## src/rtl/multicycle_controller.sv

```systemverilog
// Multicycle RV32I-subset control FSM: sequences a shared-ALU, shared-memory datapath.
// Optional MEM_WAIT_EN adds mem_ready and holds FETCH/MEMREAD/MEMWRITE until it is high.
module multicycle_controller #(
   parameter bit ILLEGAL_TO_FETCH = 1'b1
) (
   input  logic       clk,
   input  logic       rst_n,
   input  logic [6:0] op,
   input  logic [2:0] funct3,
   input  logic       funct7b5,
   input  logic       zero,
`ifdef MEM_WAIT_EN
   input  logic       mem_ready,
`endif
   output logic       pc_write,
   output logic       adr_src,
   output logic       mem_write,
   output logic       ir_write,
   output logic [1:0] result_src,
   output logic [1:0] alu_src_a,
   output logic [1:0] alu_src_b,
   output logic [2:0] alu_control,
   output logic [1:0] imm_src,
   output logic       reg_write,
   output logic [3:0] state,
   output logic       illegal
);

   localparam logic [6:0] OP_LW   = 7'b0000011;
   localparam logic [6:0] OP_SW   = 7'b0100011;
   localparam logic [6:0] OP_R    = 7'b0110011;
   localparam logic [6:0] OP_I    = 7'b0010011;
   localparam logic [6:0] OP_BEQ  = 7'b1100011;
   localparam logic [6:0] OP_JAL  = 7'b1101111;

   typedef enum logic [3:0] {
      S_FETCH    = 4'd0,
      S_DECODE   = 4'd1,
      S_MEMADR   = 4'd2,
      S_MEMREAD  = 4'd3,
      S_MEMWB    = 4'd4,
      S_MEMWRITE = 4'd5,
      S_EXECR    = 4'd6,
      S_EXECI    = 4'd7,
      S_ALUWB    = 4'd8,
      S_BEQ      = 4'd9,
      S_JAL      = 4'd10,
      S_HALT     = 4'd11
   } state_t;

   state_t     state_q, state_d;
   logic       ready;
   logic       pc_update, branch;
   logic       mem_write_s, ir_write_s, reg_write_s;
   logic [1:0] alu_op;

`ifdef MEM_WAIT_EN
   assign ready = mem_ready;
`else
   assign ready = 1'b1;
`endif

   // State register
   always_ff @(posedge clk or negedge rst_n) begin
      if (!rst_n) state_q <= S_FETCH;
      else        state_q <= state_d;
   end

   // Next state and Moore controls
   always_comb begin
      state_d     = state_q;
      adr_src     = 1'b0;
      mem_write_s = 1'b0;
      ir_write_s  = 1'b0;
      reg_write_s = 1'b0;
      pc_update   = 1'b0;
      branch      = 1'b0;
      result_src  = 2'b00;
      alu_src_a   = 2'b00;
      alu_src_b   = 2'b00;
      alu_op      = 2'b00;
      illegal     = 1'b0;
      case (state_q)
         S_FETCH: begin
            ir_write_s = ready;
            pc_update  = ready;
            alu_src_b  = 2'b10;
            result_src = 2'b10;
            if (ready) state_d = S_DECODE;
         end
         S_DECODE: begin
            alu_src_a = 2'b01;
            alu_src_b = 2'b01;
            case (op)
               OP_LW, OP_SW: state_d = S_MEMADR;
               OP_R:         state_d = S_EXECR;
               OP_I:         state_d = S_EXECI;
               OP_BEQ:       state_d = S_BEQ;
               OP_JAL:       state_d = S_JAL;
               default: begin
                  illegal = 1'b1;
                  state_d = ILLEGAL_TO_FETCH ? S_FETCH : S_HALT;
               end
            endcase
         end
         S_MEMADR: begin
            alu_src_a = 2'b10;
            alu_src_b = 2'b01;
            state_d   = op[5] ? S_MEMWRITE : S_MEMREAD;
         end
         S_MEMREAD: begin
            adr_src = 1'b1;
            if (ready) state_d = S_MEMWB;
         end
         S_MEMWB: begin
            result_src  = 2'b01;
            reg_write_s = 1'b1;
            state_d     = S_FETCH;
         end
         S_MEMWRITE: begin
            adr_src     = 1'b1;
            mem_write_s = 1'b1;
            if (ready) state_d = S_FETCH;
         end
         S_EXECR: begin
            alu_src_a = 2'b10;
            alu_op    = 2'b10;
            state_d   = S_ALUWB;
         end
         S_EXECI: begin
            alu_src_a = 2'b10;
            alu_src_b = 2'b01;
            alu_op    = 2'b10;
            state_d   = S_ALUWB;
         end
         S_ALUWB: begin
            reg_write_s = 1'b1;
            state_d     = S_FETCH;
         end
         S_BEQ: begin
            alu_src_a = 2'b10;
            alu_op    = 2'b01;
            branch    = 1'b1;
            state_d   = S_FETCH;
         end
         S_JAL: begin
            alu_src_a = 2'b01;
            alu_src_b = 2'b10;
            pc_update = 1'b1;
            state_d   = S_ALUWB;
         end
         S_HALT:  state_d = S_HALT;
         default: state_d = S_FETCH;
      endcase
   end

   // ALU decoder
   always_comb begin
      alu_control = 3'b000;
      case (alu_op)
         2'b01: alu_control = 3'b001;
         2'b10: begin
            case (funct3)
               3'b000:  alu_control = (op[5] && funct7b5) ? 3'b001 : 3'b000;
               3'b010:  alu_control = 3'b101;
               3'b110:  alu_control = 3'b011;
               3'b111:  alu_control = 3'b010;
               default: alu_control = 3'b000;
            endcase
         end
         default: alu_control = 3'b000;
      endcase
   end

   // Immediate format follows the opcode regardless of state
   always_comb begin
      case (op)
         OP_SW:   imm_src = 2'b01;
         OP_BEQ:  imm_src = 2'b10;
         OP_JAL:  imm_src = 2'b11;
         default: imm_src = 2'b00;
      endcase
   end

   // Enables are gated off while reset is held
   assign pc_write  = rst_n & (pc_update | (branch & zero));
   assign ir_write  = rst_n & ir_write_s;
   assign mem_write = rst_n & mem_write_s;
   assign reg_write = rst_n & reg_write_s;
   assign state     = state_q;

endmodule

```

## config.mk

```make
export PLATFORM = sky130hd
export DESIGN_NAME = multicycle_controller
export DESIGN_NICKNAME = d
export VERILOG_FILES = /design/src/rtl/multicycle_controller.sv
export SDC_FILE = /design/constraint.sdc
export NUM_CORES = 1
export LEC_CHECK = 0
export CAP_MARGIN = 40
export CORE_AREA = 2 2 51 53
export CTS_CLUSTER_DIAMETER = 60
export DETAILED_ROUTE_END_ITERATION = 10
export DIE_AREA = 0 0 53 55
export PLACE_DENSITY_LB_ADDON = 0.12
export SKIP_LAST_GASP = 1
export SYNTH_ARGS = -nofsm -noshare
export SYNTH_HDL_FRONTEND = slang
export SYNTH_SLANG_ARGS = --single-unit
```

## constraint.sdc

```tcl
create_clock -name clk -period 1.9 [get_ports clk]
set_input_delay 0.285 -clock clk [delete_from_list [all_inputs] [get_ports clk]]
set_output_delay 0.285 -clock clk [all_outputs]
set_load 0.05 [all_outputs]
```

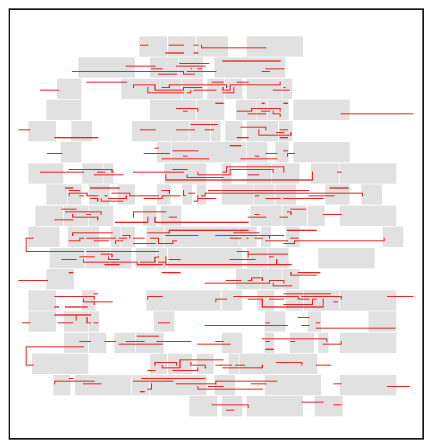
(images/met1.png)
Cells faint in the background.
The wires run mostly horizontal. The layer holds 41% of the routed length. 119 nets have wire on it.

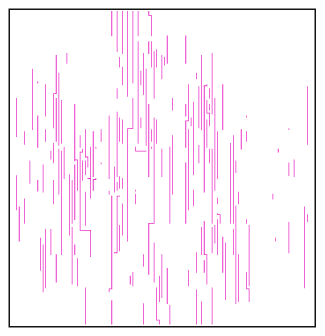
(images/met2.png)
The layer carries 1,040 um of wire. 123 nets have wire on it. The wires run mostly vertical.

==> flow_metrics.py <==
# Synthesis and PnR figures
metrics = {
    "route": {
        "dr.pass1.iters": 4,
        "dr_wl_met2_um": 1040,
        "drt-met1-wl_um": 808,
        "drt_drc_violations_left": 0,
    },
    "floorplanning": {
        "nWellTaps": 30,
        "boundaryPins": 35,
    },
    "timing": {
        "grt_setup_unrepaired": "yes",
        "setup-violations-final": 2,
        "max_freq_mhz": 514,
        "slew_headroom_pct": 76.7,
        "postLayoutSetupSlackWorst_ns": -0.0437,
        "worst_pin_slew_ns": 0.346,
        "min_clock_period_post_route_ns": 1.94,
    },
    "cells_and_area": {
        "layout.cells.non_filler": 160,
        "largest_register_ff_count": 4,
        "finish.instance_area_um2": 1360,
        "non_clock_buffer_total_of_the_final_layout": 52,
        "antenna-diode-count": 0,
        "seq_cells": 4,
        "mi_logic_area_um2": 532,
        "logic_gate_count": 65,
        "register_area_um2": 105,
        "inverters_excl_clock": 6,
    },
    "pwr": {
        "leakage_component_of_the_power_nw": 0.600,
        "power.density_nw_per_um2": 959,
    },
    "logic_synthesis": {
        "mux_area_share_pct": 1.78,
        "synth-xor-area-share_pct": 6.22,
        "yosys_warnings": 0,
        "synth-simple-area-share_pct": 36.9,
        "numSynthFlops": 4,
        "synth.area.top_cells": "sky130_fd_sc_hd__dfrtp_1, sky130_fd_sc_hd__nor2_1, sky130_fd_sc_hd__ha_1",
        "yosys_cells": 81,
        "yosys-top-cells-count": "sky130_fd_sc_hd__nor2_1, sky130_fd_sc_hd__inv_1",
        "syn-cell-area_um2": 563,
        "top_area_cell": "sky130_fd_sc_hd__dfrtp_1",
        "synthDistinctLibCells": 36,
        "synth-edff-count": 0,
    },
    "run": {
        "max_cap_violations": 0,
    },
    "global_routing": {
        "grt_use_total_pct": 15.9,
    },
    "clock_network": {
        "post_cts_hold_buffer_count": 0,
    },
    "placed_design": {
        "dpl.cell_count": 152,
    },
    "setup_path": {
        "critical_path_endpoint_category": "output port",
        "worstSetupPathType": "register to output port",
        "cp_slowest_cell": "sky130_fd_sc_hd__dfrtp_2",
        "cp.required_ns": 1.62,
    },
    "run_status": {
        "failed_checks": "setup timing",
        "run_status": "complete, but fails checks",
    },
}
==> worst paths after layout <==
kind,from,end,slack (ns),cells past startpoint
max,state[3],alu_control[2],-0.04,6
max reg2reg,state[1],state[0],0.61,3
min reg2reg,state[2],state[0],0.68,2
max in group asynchronous,rst_n,state[2],1.42,2
min in group clk,op[4],state[2],0.52,4
min,rst_n,state[1],0.36,2
==> per-stage QoR <==
step	hold slack, ns	TNS [ns]	total power, W
5_1_grt	0.371	-0.412	0.00138
2_1_floorplan	-0.0106	-0.852	0.000680
3_5_place_dp	0.593	-0.0656	0.00115
4_1_cts	0.351	-0.148	0.00131
3_3_place_gp	0.591	-0.0631	0.00114
6_report	0.355	-0.0786	0.00131
==> cells in the final DEF (no fill, tap or decap), drive strengths merged, types with 2 or more instances in the layout <==
cell type,Yosys,routed
and3,3,3
dlymetal6s2s,0,2
clkbuf,2,3
dfrtp,4,4
xnor2,2,2
nor3,4,4
buf,4,39
xor2,2,2
and2,2,2
clkdlybuf4s50,0,11
o21ai,4,4
nor2b,2,2
nor2,12,12
nor4,2,2
nand2,4,4
a21oi,4,4
nand3,3,3
ha,2,2
or3,2,2
a31oi,2,2
inv,6,6
==> where the power goes <==
part,internal [W],switching (W)
Sequential,0.000102,0.0000160
Combinational,0.000477,0.000604
Clock,0.0000707,0.0000349
Total,0.000650,0.000655
==> worst reg2reg max path, cell delays in order, from the launching register on <==
cell,delay (ns)
sky130_fd_sc_hd__dfrtp_2,0.44
sky130_fd_sc_hd__buf_6,0.16
sky130_fd_sc_hd__or3_1,0.38
sky130_fd_sc_hd__a221oi_2,0.21
==> repair_timing <==
action,in CTS,in global routing
cloned,0,0
endpoints found under the setup margin,6,7
resized,13,5
pin swaps,6,0
buffers inserted,5,0
No activity file was given, so power comes from the tool's default toggle rates.
